**Run 1: sequential cells grouped by signal name**

(1.5 px per um) Other sequential cells in the stronger grey, the rest of the logic in the fainter grey.
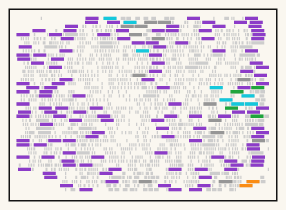
**Run 1: close-up of the layout**

Window x 76 to 101, y 25 to 50 um. Cells in grey, sequential cells in the stronger grey; small squares are vias.
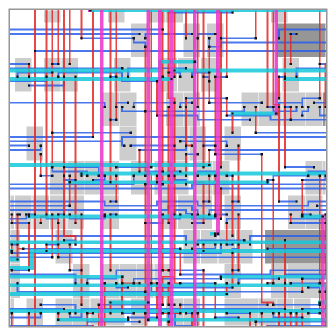
**Run 1: gate families picked out**

(1.5 px per um)
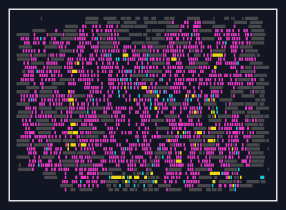
**Run 1: I/O pins on the die edge**

(3 px per um) Pins as bars across the die edge, other pins in grey.
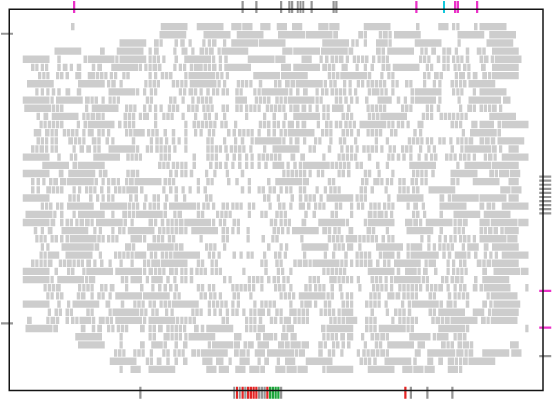
$ cat src/rtl/i2c_slave_reg_sequencer_if.sv
// Bus bundle between the I2C slave byte core / local host and the register sequencer.
// The slave modport is the sequencer side; the master modport is the driving side.
interface i2c_slave_reg_sequencer_if;
   logic [6:0] address;
   logic       frame;
   logic       received;
   logic [7:0] datareceive;
   logic       sended;
   logic [7:0] datasend;
   logic [3:0] host_addr;
   logic       host_we;
   logic [7:0] host_wdata;
   logic       host_ack;
   logic [7:0] host_rdata;
   logic       updated;
   logic [3:0] updated_addr;

   modport slave (
      input  frame, received, datareceive, sended, host_addr, host_we, host_wdata,
      output address, datasend, host_ack, host_rdata, updated, updated_addr
   );

   modport master (
      output frame, received, datareceive, sended, host_addr, host_we, host_wdata,
      input  address, datasend, host_ack, host_rdata, updated, updated_addr
   );
endinterface

$ cat src/rtl/i2c_slave_reg_sequencer.sv
// Pointer-addressed 16 x 8 register bank behind an I2C slave byte core, shared with a host port.
// Optional macro I2C_REGS_AUTOINC_EN: data bytes advance the pointer (wrap 15 -> 0).
module i2c_slave_reg_sequencer #(
   parameter logic [6:0] SLAVE_ADDR = 7'h50,
   parameter logic [7:0] RESET_VAL  = 8'h00
) (
   input  logic                        clk,
   input  logic                        reset,
   i2c_slave_reg_sequencer_if.slave    bus
);

   typedef enum logic [1:0] {S_IDLE, S_PTR, S_DATA} state_t;

   state_t     r_state;
   logic [3:0] r_ptr;
   logic       r_frame_q;
   logic [7:0] r_regs [16];
   logic [7:0] r_datasend;
   logic [7:0] r_host_rdata;
   logic       r_updated;
   logic [3:0] r_updated_addr;

   logic       w_frame_rise;
   logic       w_i2c_we;
   logic       w_host_ack;

   function automatic logic [3:0] f_advance(input logic [3:0] ptr);
`ifdef I2C_REGS_AUTOINC_EN
      return ptr + 4'd1;
`else
      return ptr;
`endif
   endfunction

   assign w_frame_rise = bus.frame & ~r_frame_q;
   assign w_i2c_we     = bus.frame & bus.received & (r_state == S_DATA);
   assign w_host_ack   = bus.host_we & ~w_i2c_we;

   assign bus.address      = SLAVE_ADDR;
   assign bus.datasend     = r_datasend;
   assign bus.host_ack     = w_host_ack;
   assign bus.host_rdata   = r_host_rdata;
   assign bus.updated      = r_updated;
   assign bus.updated_addr = r_updated_addr;

   // r_frame_q resets high so a frame already active across reset is not seen as a new rise
   always_ff @(posedge clk or posedge reset) begin
      if (reset) begin
         r_state        <= S_IDLE;
         r_ptr          <= 4'd0;
         r_frame_q      <= 1'b1;
         r_updated      <= 1'b0;
         r_updated_addr <= 4'd0;
      end else begin
         r_frame_q <= bus.frame;
         r_updated <= 1'b0;
         if (!bus.frame) begin
            r_state <= S_IDLE;
         end else begin
            case (r_state)
               S_IDLE: begin
                  if (w_frame_rise) begin
                     if (bus.received) begin
                        r_ptr   <= bus.datareceive[3:0];
                        r_state <= S_DATA;
                     end else begin
                        r_state <= S_PTR;
                     end
                  end
               end
               S_PTR: begin
                  if (bus.received) begin
                     r_ptr   <= bus.datareceive[3:0];
                     r_state <= S_DATA;
                  end else if (bus.sended) begin
                     r_ptr   <= f_advance(r_ptr);
                     r_state <= S_DATA;
                  end
               end
               S_DATA: begin
                  if (bus.received) begin
                     r_updated      <= 1'b1;
                     r_updated_addr <= r_ptr;
                     r_ptr          <= f_advance(r_ptr);
                  end else if (bus.sended) begin
                     r_ptr <= f_advance(r_ptr);
                  end
               end
               default: r_state <= S_IDLE;
            endcase
         end
      end
   end

   // I2C writes win; the host write lands only in cycles where host_ack is high
   always_ff @(posedge clk or posedge reset) begin
      if (reset) begin
         for (int i = 0; i < 16; i++) r_regs[i] <= RESET_VAL;
      end else if (w_i2c_we) begin
         r_regs[r_ptr] <= bus.datareceive;
      end else if (w_host_ack) begin
         r_regs[bus.host_addr] <= bus.host_wdata;
      end
   end

   always_ff @(posedge clk or posedge reset) begin
      if (reset) begin
         r_datasend   <= RESET_VAL;
         r_host_rdata <= RESET_VAL;
      end else begin
         r_datasend   <= r_regs[r_ptr];
         r_host_rdata <= r_regs[bus.host_addr];
      end
   end

endmodule

$ cat src/flat_wrapper.sv
// flat-port wrapper written by rule: the top's interface ports become plain ports
module i2c_slave_reg_sequencer_flat 
#(
   parameter logic [6:0] SLAVE_ADDR = 7'h50,
   parameter logic [7:0] RESET_VAL  = 8'h00
)
  (clk, reset, bus_frame, bus_received, bus_datareceive, bus_sended, bus_host_addr, bus_host_we, bus_host_wdata, bus_address, bus_datasend, bus_host_ack, bus_host_rdata, bus_updated, bus_updated_addr);
  i2c_slave_reg_sequencer_if bus_i ();
  input  logic clk;
  input  logic reset;
  input wire logic [$bits(bus_i.frame)-1:0] bus_frame;
  input wire logic [$bits(bus_i.received)-1:0] bus_received;
  input wire logic [$bits(bus_i.datareceive)-1:0] bus_datareceive;
  input wire logic [$bits(bus_i.sended)-1:0] bus_sended;
  input wire logic [$bits(bus_i.host_addr)-1:0] bus_host_addr;
  input wire logic [$bits(bus_i.host_we)-1:0] bus_host_we;
  input wire logic [$bits(bus_i.host_wdata)-1:0] bus_host_wdata;
  output wire logic [$bits(bus_i.address)-1:0] bus_address;
  output wire logic [$bits(bus_i.datasend)-1:0] bus_datasend;
  output wire logic [$bits(bus_i.host_ack)-1:0] bus_host_ack;
  output wire logic [$bits(bus_i.host_rdata)-1:0] bus_host_rdata;
  output wire logic [$bits(bus_i.updated)-1:0] bus_updated;
  output wire logic [$bits(bus_i.updated_addr)-1:0] bus_updated_addr;
  assign bus_i.frame = bus_frame;
  assign bus_i.received = bus_received;
  assign bus_i.datareceive = bus_datareceive;
  assign bus_i.sended = bus_sended;
  assign bus_i.host_addr = bus_host_addr;
  assign bus_i.host_we = bus_host_we;
  assign bus_i.host_wdata = bus_host_wdata;
  assign bus_address = bus_i.address;
  assign bus_datasend = bus_i.datasend;
  assign bus_host_ack = bus_i.host_ack;
  assign bus_host_rdata = bus_i.host_rdata;
  assign bus_updated = bus_i.updated;
  assign bus_updated_addr = bus_i.updated_addr;
  i2c_slave_reg_sequencer #(.SLAVE_ADDR(SLAVE_ADDR), .RESET_VAL(RESET_VAL)) u_core (.clk(clk), .reset(reset), .bus(bus_i));
endmodule
$ cat config.mk
export PLATFORM = sky130hd
export DESIGN_NAME = i2c_slave_reg_sequencer_flat
export DESIGN_NICKNAME = d
export VERILOG_FILES = /design/src/rtl/i2c_slave_reg_sequencer_if.sv /design/src/rtl/i2c_slave_reg_sequencer.sv /design/src/flat_wrapper.sv
export SDC_FILE = /design/constraint.sdc
export NUM_CORES = 1
export LEC_CHECK = 0
export ABC_AREA = 1
export CORE_ASPECT_RATIO = 0.7
export CORE_MARGIN = 4
export CORE_UTILIZATION = 55
export DETAILED_ROUTE_END_ITERATION = 6
export PLACE_DENSITY = 0.77
export SLEW_MARGIN = 25
export SYNTH_ARGS = -nofsm -noshare
export SYNTH_HDL_FRONTEND = slang
export SYNTH_SLANG_ARGS = --single-unit
$ cat constraint.sdc
create_clock -name clk -period 5.05 [get_ports clk]
set_input_delay 0.505 -clock clk [delete_from_list [all_inputs] [get_ports clk]]
set_output_delay 0.505 -clock clk [all_outputs]
set_load 0.05 [all_outputs]
==> flow_summary.toml, run 1 <==
# physical design summary
[status]
status = "finished with violations"
violations = "design-rule violations"

[route]
firstDrtPassIters = 7
post_drt_wl_per_cell_um = 18.4
top_layer = "met4"
drt-total-wl_um = 40600
drc = 5
dr_total_vias = 12300
detail-route-antenna-nets = 0
first_iter_violations = 1971
route.met2.wl_um = 16500
routed-wl-met3_um = 5660
met1_length_um = 16500
vias_per_cell = 5.58

[global_route]
grtUsageTotal_pct = 36.6
use_met2_pct = 50.9
grt_most_used_layer = "met1"
grt-ovfl-total = 0
grt_pass1_vias = 10900
antenna_found_initial = 0
met3_usage_pct = 9.83
grtUsageMet1_pct = 53.4
grt_max_degree = 98
grt_pass1_wl_um = 62700

[clocking]
clock_latency_ns = 0.45
cts_hold_buf = 0
cts_tree = "yes"
htreeDepth = 4
numCtsBuffers = 17
ctsLongestPathBuffers = 2
clk_pin_slew_ns = 0.06
post_cts_buffers = 0
root_buffer = "clkbuf_16"
clock_sinks = 156
postCtsResizedCells = 0

[sta]
min_period_ns = 3.23
fin_crit_sh_pct = 64.1
max_freq_mhz = 309
hold_viol = 0
rsz0062_at_grt = "no"
finalMaxSlewViolations = 0
relSlewSlack_pct = 17.0
skew_ns = 0.0114
worst_slew_pin_slew_ns = 1.24
fin_tns_setup_ns = 0
setup_violations = 0

[floorplan]
io_pins = 55
fp-utilization_pct = 56.0
fp.dieArea_mm2 = 0.0225
std_cell_rows = 43
coreArea_mm2 = 0.0197

[run]
max-cap-violations = 0
warnings = 26

[yosys]
synth_flops = 156
ys_seq_share_pct = 35.3
synth.cell_area_mm2 = 0.0110
syn_avg_cell_area_um2 = 5.79
synth_cells = 1909
ys_chip_area_mm2 = 0.0110
yosysCellCount = 1909
yosysUniqueCellTypes = 23

[power_and_ir_drop]
powerComb_mw = 1.01
power.switching_mw = 1.44
p_clk_share_pct = 35.1
peakVddDrop_mv = 0.273
p_int_mw = 2.32
switching_share_pct = 38.3
clk-power_mw = 1.32
fin_total_pwr_mw = 3.77
seq_power_share_pct = 38.0
p_leak_nw = 7.32
pwr-share-comb_pct = 26.9
power_leader = "sequential cells"
p_seq_mw = 1.43

[layout]
antenna_cells = 0
lay_top_cells = "1368 x nand2_1, 154 x dfrtp_1, 130 x nand3_1"
synthToLayoutAreaGrowth_pct = 10.4
drive_above_1_share_pct = 7.10
nets = 1943

[worst_setup_path]
worstPathRequired_ns = 4.55
timing.critical_path.buf_inv = 2
worstSetupEndpointType = "output port"
cp_slowest_stage_delay_ns = 0.91
crit_path_max_fanout = 17
cp.arrival_ns = 2.73
slowest_stage = "clkdlybuf4s50_1"
worstSetupPathType = "in2out"
worstPathCellList = "clkdlybuf4s50_1, nand2_2, nor2_8, nor2_8, clkdlybuf4s50_1"
setup.worst_path.start_class = "primary input"
crit_family = "buffers and inverters"

[placed_design]
dp_hpwl_um = 26100
place_congestion = 1.00

[hold_path]
hold_path.class = "reg2reg"
## Picture notes: 'sequential cells grouped by signal name'
`u_core.bus.updated_addr`: drawn in green, flops 4, where east. `u_core.bus.datasend`: drawn in cyan, flops 8. `u_core.r_state`: drawn in orange, flops 2. `u_core.r_regs`: drawn in purple, flops 128, where widely spread.
Another 14 sequential cells are not coloured.
FF/Latch Area: 0.00391 mm^2
final core utilization: 61.8%
flop share of the area: 32.0%

## Picture notes: 'close-up of the layout'
met1: drawn in blue. met4: drawn in magenta. met3: drawn in cyan. met2: drawn in red.
Sequential cells in the window: 1. Netlist names of flops here include `u_core.r_regs` (1). Most frequent: nand2_1 (63), inv_1 (3), buf_4 (3). 72 logic cells have their middle in the window.

## Picture notes: 'gate families picked out'
inverters: drawn in cyan, cells 77, most used inv_1. NOR gates: drawn in yellow, cells 55, most used nor2_1. NAND gates: drawn in magenta, cells 1526, most used nand2_1, where widely spread.
fin cells: 2200
combinational share of cell area: 53.3%
Commonest Layout Cell: nand2_1

## Picture notes: 'I/O pins on the die edge'
`bus_host_addr`: drawn in green, pins 4, direction input, edge south. `bus_address`: drawn in magenta, pins 7, direction output, edge 5 north, 2 east. `bus_host_wdata`: drawn in red, pins 8, direction input, edge south. `bus_host_ack`: drawn in cyan, pins 1, direction output, edge north.
All pins by edge: 23 south, 17 north, 13 east, 2 west.
Die Y-Extent: 127 um
IO buf count: 47
DIE WIDTH: 177 um

run 1: cell type report:
cell class                 count  area, um^2
inverter                      77         294
timing repair buffer          64         568
tap                          270         338
clock inverter                10         115
fill                        1948        7550
clock buffer                  22         474
multi-input combinational   1601        6500
sequential                   156        3910
run 1: path summary, 6_finish.rpt:
check	start	endpoint	slack, ns	depth (start not counted)
max	bus_frame	bus_host_ack	1.82	5
min	u_core.bus.updated_addr[1]$_DFFE_PP0P_	u_core.bus.updated_addr[1]$_DFFE_PP0P_	0.50	2
max reg2reg	u_core.r_ptr[1]$_DFFE_PP0P_	u_core.r_regs[9]$_DFFE_PP0P_	2.25	9
min reg2reg	u_core.bus.updated_addr[1]$_DFFE_PP0P_	u_core.bus.updated_addr[1]$_DFFE_PP0P_	0.50	2
max in group asynchronous	reset	u_core.bus.datasend[0]$_DFF_PP0_	3.42	3
min in group asynchronous	reset	u_core.r_state[1]$_DFFE_PP0P_	0.65	2
run 1: cells in the mapped netlist:
| library cell | n | share of area, % |
|---|---|---|
| buf_2 | 22 | 1.0 |
| dfstp_2 | 1 | 0.24 |
| nor2_1 | 25 | 0.85 |
| o211ai_1 | 1 | 0.068 |
| o22ai_1 | 1 | 0.057 |
| nand2_4 | 10 | 1.0 |
| buf_1 | 12 | 0.41 |
| buf_6 | 2 | 0.20 |
| inv_1 | 55 | 1.9 |
| o21ai_0 | 6 | 0.27 |
| nor2_8 | 3 | 0.54 |
| dfrtp_1 | 155 | 35 |
| clkbuf_1 | 34 | 1.2 |
| conb_1 | 2 | 0.068 |
| nor2_2 | 14 | 0.79 |
| nor2_4 | 13 | 1.3 |
| a21oi_1 | 5 | 0.23 |
| buf_4 | 10 | 0.68 |
| nand2_1 | 1368 | 46 |
| nand4_1 | 1 | 0.057 |
| inv_2 | 22 | 0.75 |
| nand2_2 | 17 | 0.96 |
| nand3_1 | 130 | 5.9 |
run 1: sequential cells by signal, summed over array words and instances, names as in the netlist:
register,count
u_core.r_regs,128
u_core.bus.datasend,8
u_core.bus.host_rdata,8
u_core.bus.updated_addr,4
u_core.r_ptr,4
u_core.r_state,2
u_core.bus.updated,1
u_core.r_frame_q,1
run 1: through the flow:
| step | setup WS (ns) | area (um^2) | utilization, % | instances | hold WS (ns) |
|---|---|---|---|---|---|
| floorplan | 0.340 | 11100 | - | 1914 | 0.497 |
| CTS | 1.84 | 12200 | 61.8 | 2200 | 0.500 |
| finish | 1.82 | 12200 | 61.8 | 2200 | 0.502 |
| global route | 1.78 | 12200 | 61.8 | 2200 | 0.511 |
| global placement | 1.86 | 11600 | 58.9 | 2168 | 0.472 |
| detailed placement | 1.85 | 11600 | 58.8 | 2168 | 0.485 |
run 1: worst register-to-register path, cell delays in order, from the launching register on:
cell,delay [ns]
dfrtp_1,0.32
buf_4,0.41
inv_2,0.45
nor2_1,0.60
nand2_1,0.18
nor2_4,0.24
inv_2,0.13
nand2_1,0.25
nand2_1,0.08
nand2_1,0.07
run 1: kinds of logic after synthesis:
logic type             Yosys count  share of synthesized area, %
and+or+nand+nor               1581                          57.9
DFF                            156                          35.3
other                            2                        0.0680
buffers and inverters          157                          6.06
AOI/OAI and AO/OA               13                         0.623
## Run 2: what changed since run 1
clock period = 2.85 ns   (was 5.05 ns; I/O delays follow)
==> flow_summary.toml, run 2 <==
# physical design summary
[clocking]
clk_pin_slew_ns = 0.06
ctsLongestPathBuffers = 2
clock_sinks = 156
cts_tree = "yes"
clock_latency_ns = 0.45
htreeDepth = 4
cts_hold_buf = 0
numCtsBuffers = 17
root_buffer = "clkbuf_16"

[yosys]
yosysCellCount = 1909
ys_seq_share_pct = 35.3
yosysMostFrequentCell = "nand2_1"
synth.cell_area_mm2 = 0.0110
synth_cells = 1909
async_reset_ff_share_pct = 100
synth_flops = 156
synthTopCellsByArea = "nand2_1 46%, dfrtp_1 35%, nand3_1 5.9%"
yosysUniqueCellTypes = 23
flop_cell = "dfrtp_1"
synth_top_area_share_pct = 46.5
synth_area_leader_cell = "nand2_1"
ys_chip_area_mm2 = 0.0110
syn_avg_cell_area_um2 = 5.79
synth-edff-count = 0

[floorplan]
fp.dieArea_mm2 = 0.0225
io_pins = 55
chipWidth_um = 177
die_h_um = 127
std_cell_rows = 43

[power_and_ir_drop]
peakVddDrop_mv = 0.446
p_leak_nw = 7.48

[layout]
fill_cells = 1916
lay_top_count = "nand2_1"
synthToLayoutAreaGrowth_pct = 13.0
stdcell_count = 2229
antenna_cells = 0
regMostFlops = "u_core.r_regs"
drive_above_1_share_pct = 8.22
nets = 1974

[route]
post_drt_wl_per_cell_um = 18.3
detail-route-antenna-nets = 0
first_iter_violations = 1943
vias_per_cell = 5.55
dr_total_vias = 12400
firstDrtPassIters = 6

[sta]
rsz0062_at_grt = "no"
hold_viol = 0
setup_violations = 0
fin_tns_setup_ns = 0
relSlewSlack_pct = 47.8
skew_ns = 0.00669
max_freq_mhz = 428
min_period_ns = 2.34

[global_route]
antenna_found_initial = 0
grtUsageTotal_pct = 36.8
grt_pass1_vias = 11000
grt-ovfl-total = 0

[status]
status = "finished clean"

[worst_setup_path]
worstPathRequired_ns = 2.57
crit_path_max_fanout = 11
worstSetupPathType = "reg2out"
reg2reg_from = "u_core.r_ptr[0]$_DFFE_PP0P_"
cp.arrival_ns = 2.05
rr_endpoint = "u_core.r_regs[17]$_DFFE_PP0P_"

[placed_design]
port_buffers = 47
place_inst = 2199
dp_hpwl_um = 26600
place_congestion = 0.992

[run]
max-cap-violations = 0
run 2: stage by stage:
step	worst slack, ns	utilization (%)	instance area (um^2)
floorplan	0.593	-	11100
global placement	0.460	60.2	11900
detailed placement	0.404	60.2	11900
CTS	0.559	63.2	12500
global route	0.437	63.2	12500
finish	0.514	63.2	12500
run 2: layout make-up:
class	count	area, um^2	share of cell area [%]
Tap cell	270	338	2.71
Multi-Input combinational cell	1601	6490	52.0
Inverter	77	293	2.35
Clock buffer	24	492	3.94
Timing Repair Buffer	95	848	6.80
Clock inverter	6	110	0.882
Sequential cell	156	3910	31.3
run 2: power by group:
group	total [mW]	internal (mW)	switching [mW]
Clock	2.40	1.46	0.937
Combinational	1.79	0.432	1.36
Sequential	2.58	2.38	0.205
run 2: kinds of logic (layout without fill, tap and decap cells):
| kind of cell | Yosys count | after routing | synth area share [%] |
|---|---|---|---|
| and+or+nand+nor | 1581 | 1581 | 57.9 |
| buffers and inverters | 157 | 202 | 6.06 |
| DFF | 156 | 156 | 35.3 |
| AOI/OAI and AO/OA | 13 | 13 | 0.623 |
| other | 2 | 7 | 0.0680 |
run 2: worst max-delay path by stage:
stage | start | to | depth (start not counted)
after floorplan | reset | u_core.bus.datasend[0]$_DFF_PP0_ | 1
after global placement | bus_frame | u_core.r_regs[16]$_DFFE_PP0P_ | 9
after detailed placement | bus_frame | u_core.r_regs[21]$_DFFE_PP0P_ | 9
after CTS | u_core.r_state[0]$_DFFE_PP0P_ | bus_host_ack | 6
after global routing | u_core.r_ptr[0]$_DFFE_PP0P_ | u_core.r_regs[22]$_DFFE_PP0P_ | 8
final | u_core.r_state[0]$_DFFE_PP0P_ | bus_host_ack | 6
run 2: critical path, stage by stage (launching register included):
cell and delay (ns):
dfrtp_1 0.41, inv_2 0.06, nand2_1 0.17, nor2_8 0.10
nor2_8 0.31, buf_4 0.30, buf_4 0.23
run 2: per-layer routing:
layer | part of all wire [%] | wire, um | track usage (%)
met5 | 0 | 0 | 0
met4 | 4.7 | 1930 | 16.1
met3 | 15 | 5930 | 10.1
met2 | 40 | 16400 | 50.8
met1 | 40 | 16500 | 53.9
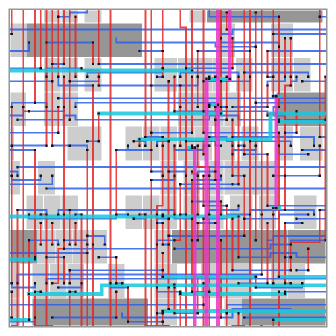
**Above:** run 2 (close-up of the layout).
Window x 76 to 101, y 25 to 50 um. Cells in grey, sequential cells in the stronger grey; small squares are vias.
met2: drawn in red. met3: drawn in cyan. met4: drawn in magenta. met1: drawn in blue.
Sequential cells in the window: 4. Netlist names of flops here include `u_core.r_regs` (4). 65 logic cells have their middle in the window. Most frequent: nand2_1 (48), nand3_1 (8), dfrtp_1 (4).

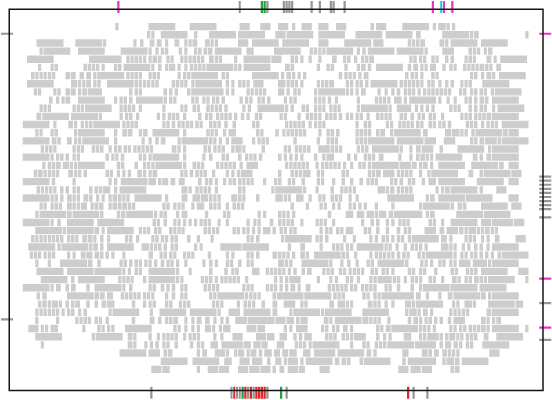
**Above:** run 2 (I/O pins on the die edge).
(3 px per um) Pins as bars across the die edge, other pins in grey.
`bus_address`: drawn in magenta, pins 7, direction output, edge 4 north, 3 east. `bus_host_wdata`: drawn in red, pins 8, direction input, edge south. `bus_host_ack`: drawn in cyan, pins 1, direction output, edge north. `bus_host_addr`: drawn in green, pins 4, direction input, edge 2 south, 2 north.
All pins by edge: 20 south, 18 north, 15 east, 2 west.

## Run 3: what changed since run 2
PLACE_DENSITY = 0.74   (was 0.77)
clock period = 2.2 ns   (was 2.85 ns; I/O delays follow)
==> flow_summary.toml, run 3 <==
# physical design summary
[status]
status = "finished with violations"
violations = "design-rule violations"

[route]
detail-route-antenna-nets = 0
first_iter_violations = 1956
firstDrtPassIters = 7
drc = 6
vias_per_cell = 5.56
dr_total_vias = 12600
post_drt_wl_per_cell_um = 18.2
drt-total-wl_um = 41200

[layout]
antenna_cells = 0
fill_cells = 1903
lay_top_cells = "1368 x nand2_1, 154 x dfrtp_1, 130 x nand3_1"
lay_top_count = "nand2_1"
synthToLayoutAreaGrowth_pct = 15.4
nets = 2003
regMostFlops = "u_core.r_regs"
drive_above_1_share_pct = 9.56
largest_register_ffs = 128

[sta]
worst_slew_pin_slew_ns = 1.13
finalMaxSlewViolations = 0
setup_violations = 0
whs_ns = 0.0324
max_freq_mhz = 471
fin_tns_setup_ns = 0
relSlewSlack_pct = 24.3
rsz0062_at_grt = "no"
min_period_ns = 2.12
skew_ns = 0.0102
hold_viol = 0
fin_crit_sh_pct = 96.5

[power_and_ir_drop]
seq_power_share_pct = 37.5
pwr-share-comb_pct = 27.5
p_leak_nw = 7.65
p_int_mw = 5.52
peakVddDrop_mv = 0.781
p_clk_share_pct = 35.1
switching_share_pct = 37.1
power_density_mw_per_mm2 = 689
fin_total_pwr_mw = 8.79
power.switching_mw = 3.26

[placed_design]
dp_hpwl_um = 27900
port_buffers = 47
place_congestion = 1.01

[global_route]
grt-ovfl-total = 0
grt_pass1_vias = 10900
grtUsageTotal_pct = 36.4
grt_pass1_wl_um = 62800
grt_max_degree = 64
antenna_found_initial = 0

[floorplan]
chipWidth_um = 177
fp.dieArea_mm2 = 0.0225
die_h_um = 127
fp-utilization_pct = 56.0
std_cell_rows = 43
coreArea_mm2 = 0.0197
io_pins = 55

[worst_setup_path]
worstPathRequired_ns = 2.59
cp_slowest_stage_delay_ns = 0.84
r2r_cells = 8
crit_path_max_fanout = 16
path_common_cell = "nand2_1"
worstSetupEndpointType = "register"
setup.worst_path.start_class = "register"
worstSetupPathType = "reg2reg"
cp.arrival_ns = 2.51
slowest_stage = "nor2_2"
worstPathCellList = "nand2_1, nor2_8, buf_12, nor2_2, nand2_1, nand2_1, nand2_1, nand2_1"

[clocking]
clock_sinks = 156
root_buffer = "clkbuf_16"
cts_tree = "yes"
clk_pin_slew_ns = 0.06
htreeDepth = 4
clock_latency_ns = 0.45
numCtsBuffers = 17
postCtsResizedCells = 0
ctsLongestPathBuffers = 2

[yosys]
synth_area_leader_cell = "nand2_1"
yosysMostFrequentCell = "nand2_1"
common_cells = "1368 x nand2_1, 155 x dfrtp_1, 130 x nand3_1, 55 x inv_1, 34 x clkbuf_1"
yosysWarnings = 0
synth_top_area_share_pct = 46.5
ys_seq_share_pct = 35.3
syn_avg_cell_area_um2 = 5.79
synth.cell_area_mm2 = 0.0110
yosysCellCount = 1909
async_reset_ff_share_pct = 100
synth-edff-count = 0
ys_chip_area_mm2 = 0.0110
synthTopCellsByArea = "nand2_1 46%, dfrtp_1 35%, nand3_1 5.9%"
synth_flops = 156
synth_cells = 1909
yosysUniqueCellTypes = 23
flop_cell = "dfrtp_1"

[hold_path]
hold_path.class = "in2async"

[run]
max-cap-violations = 0
warnings = 26
run 3: timing repair:
item | 4_1_cts | 5_1_grt
hold buffers | 0 | 0
setup buffers | 0 | 8
endpoints found under the setup margin | 0 | 1
run 3: area by class of cell:
cell class	count	area (um^2)	share of cell area [%]
Clock buffer	22	464	3.64
Clock inverter	8	118	0.922
Inverter	77	293	2.30
Multi-Input combinational cell	1601	6510	51.0
Sequential cell	156	3910	30.6
Tap cell	270	338	2.65
Timing Repair Buffer	124	1130	8.85
run 3: cell families (layout without fill, tap and decap cells):
| family | Yosys count | count (layout) | synth area share (%) |
|---|---|---|---|
| AND-OR/OR-AND | 13 | 13 | 0.623 |
| buffers and inverters | 157 | 231 | 6.06 |
| flip-flops | 156 | 156 | 35.3 |
| other | 2 | 7 | 0.0680 |
| AND/OR/NAND/NOR | 1581 | 1581 | 57.9 |
run 3: per-stage QoR:
step | instance area, um^2 | cells | utilization (%) | setup WS [ns]
finish | 12800 | 2258 | 64.6 | 0.0781
global route | 12800 | 2258 | 64.6 | 0.00310
CTS | 12700 | 2250 | 64.1 | 0.0510
detailed placement | 12100 | 2220 | 61.2 | -0.0811
global placement | 12100 | 2220 | 61.1 | -0.0265
floorplan | 11100 | 1914 | - | 0.00792
run 3: final timing paths:
check                      slack, ns                                   start                                endpoint
max reg2reg                     0.08           u_core.r_state[1]$_DFFE_PP0P_           u_core.r_regs[34]$_DFFE_PP0P_
max in group asynchronous       1.40                                   reset          u_core.r_regs[102]$_DFFE_PP0P_
min                             0.03                                   reset           u_core.r_regs[83]$_DFFE_PP0P_
min in group clk                0.39                               bus_frame              u_core.r_frame_q$_DFF_PP1_
min reg2reg                     0.51  u_core.bus.updated_addr[3]$_DFFE_PP0P_  u_core.bus.updated_addr[3]$_DFFE_PP0P_
max                             0.08           u_core.r_state[1]$_DFFE_PP0P_           u_core.r_regs[34]$_DFFE_PP0P_
run 3: power groups by stage:
stage	Combinational [mW]	Clock [mW]	Sequential, mW
5_1_grt	2.55	3.20	3.31
3_3_place_gp	2.30	0	3.32
2_1_floorplan	1.32	0	3.47
3_5_place_dp	2.32	0	3.33
4_1_cts	2.33	3.07	3.28
6_report	2.41	3.08	3.29
run 3: layer usage:
metal | track usage [%] | vias up | wire (um)
li1 | - | 5896 | -
met1 | 56.6 | 5757 | 18200
met2 | 48.9 | 804 | 16500
met3 | 8.64 | 104 | 5290
met4 | 13.5 | 0 | 1230
met5 | 0 | - | 0
run 3: worst max-delay path, delay by kind of cell (launching register included):
kind / cells / cell delay, ns
buffers and inverters: 1 / 0.15
flip-flops: 1 / 0.43
AND/OR/NAND/NOR: 7 / 1.49
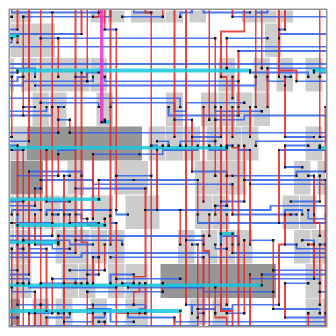
**Above:** run 3 (close-up of the layout).
Window x 76 to 101, y 25 to 50 um. Cells in grey, sequential cells in the stronger grey; small squares are vias.
met3: drawn in cyan. met2: drawn in red. met4: drawn in magenta. met1: drawn in blue.
62 logic cells have their middle in the window. Sequential cells in the window: 2. Netlist names of flops here include `u_core.r_regs` (2). Most frequent: nand2_1 (47), nand3_1 (4), buf_4 (3).

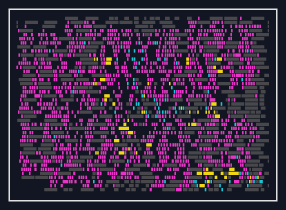
**Above:** run 3 (gate families picked out).
(1.5 px per um)
inverters: drawn in cyan, cells 77, most used inv_1. NAND gates: drawn in magenta, cells 1526, most used nand2_1, where widely spread. NOR gates: drawn in yellow, cells 55, most used nor2_1.
fin cells: 2258
combinational share of cell area: 51.0%

No activity file was given, so power comes from the tool's default toggle rates.
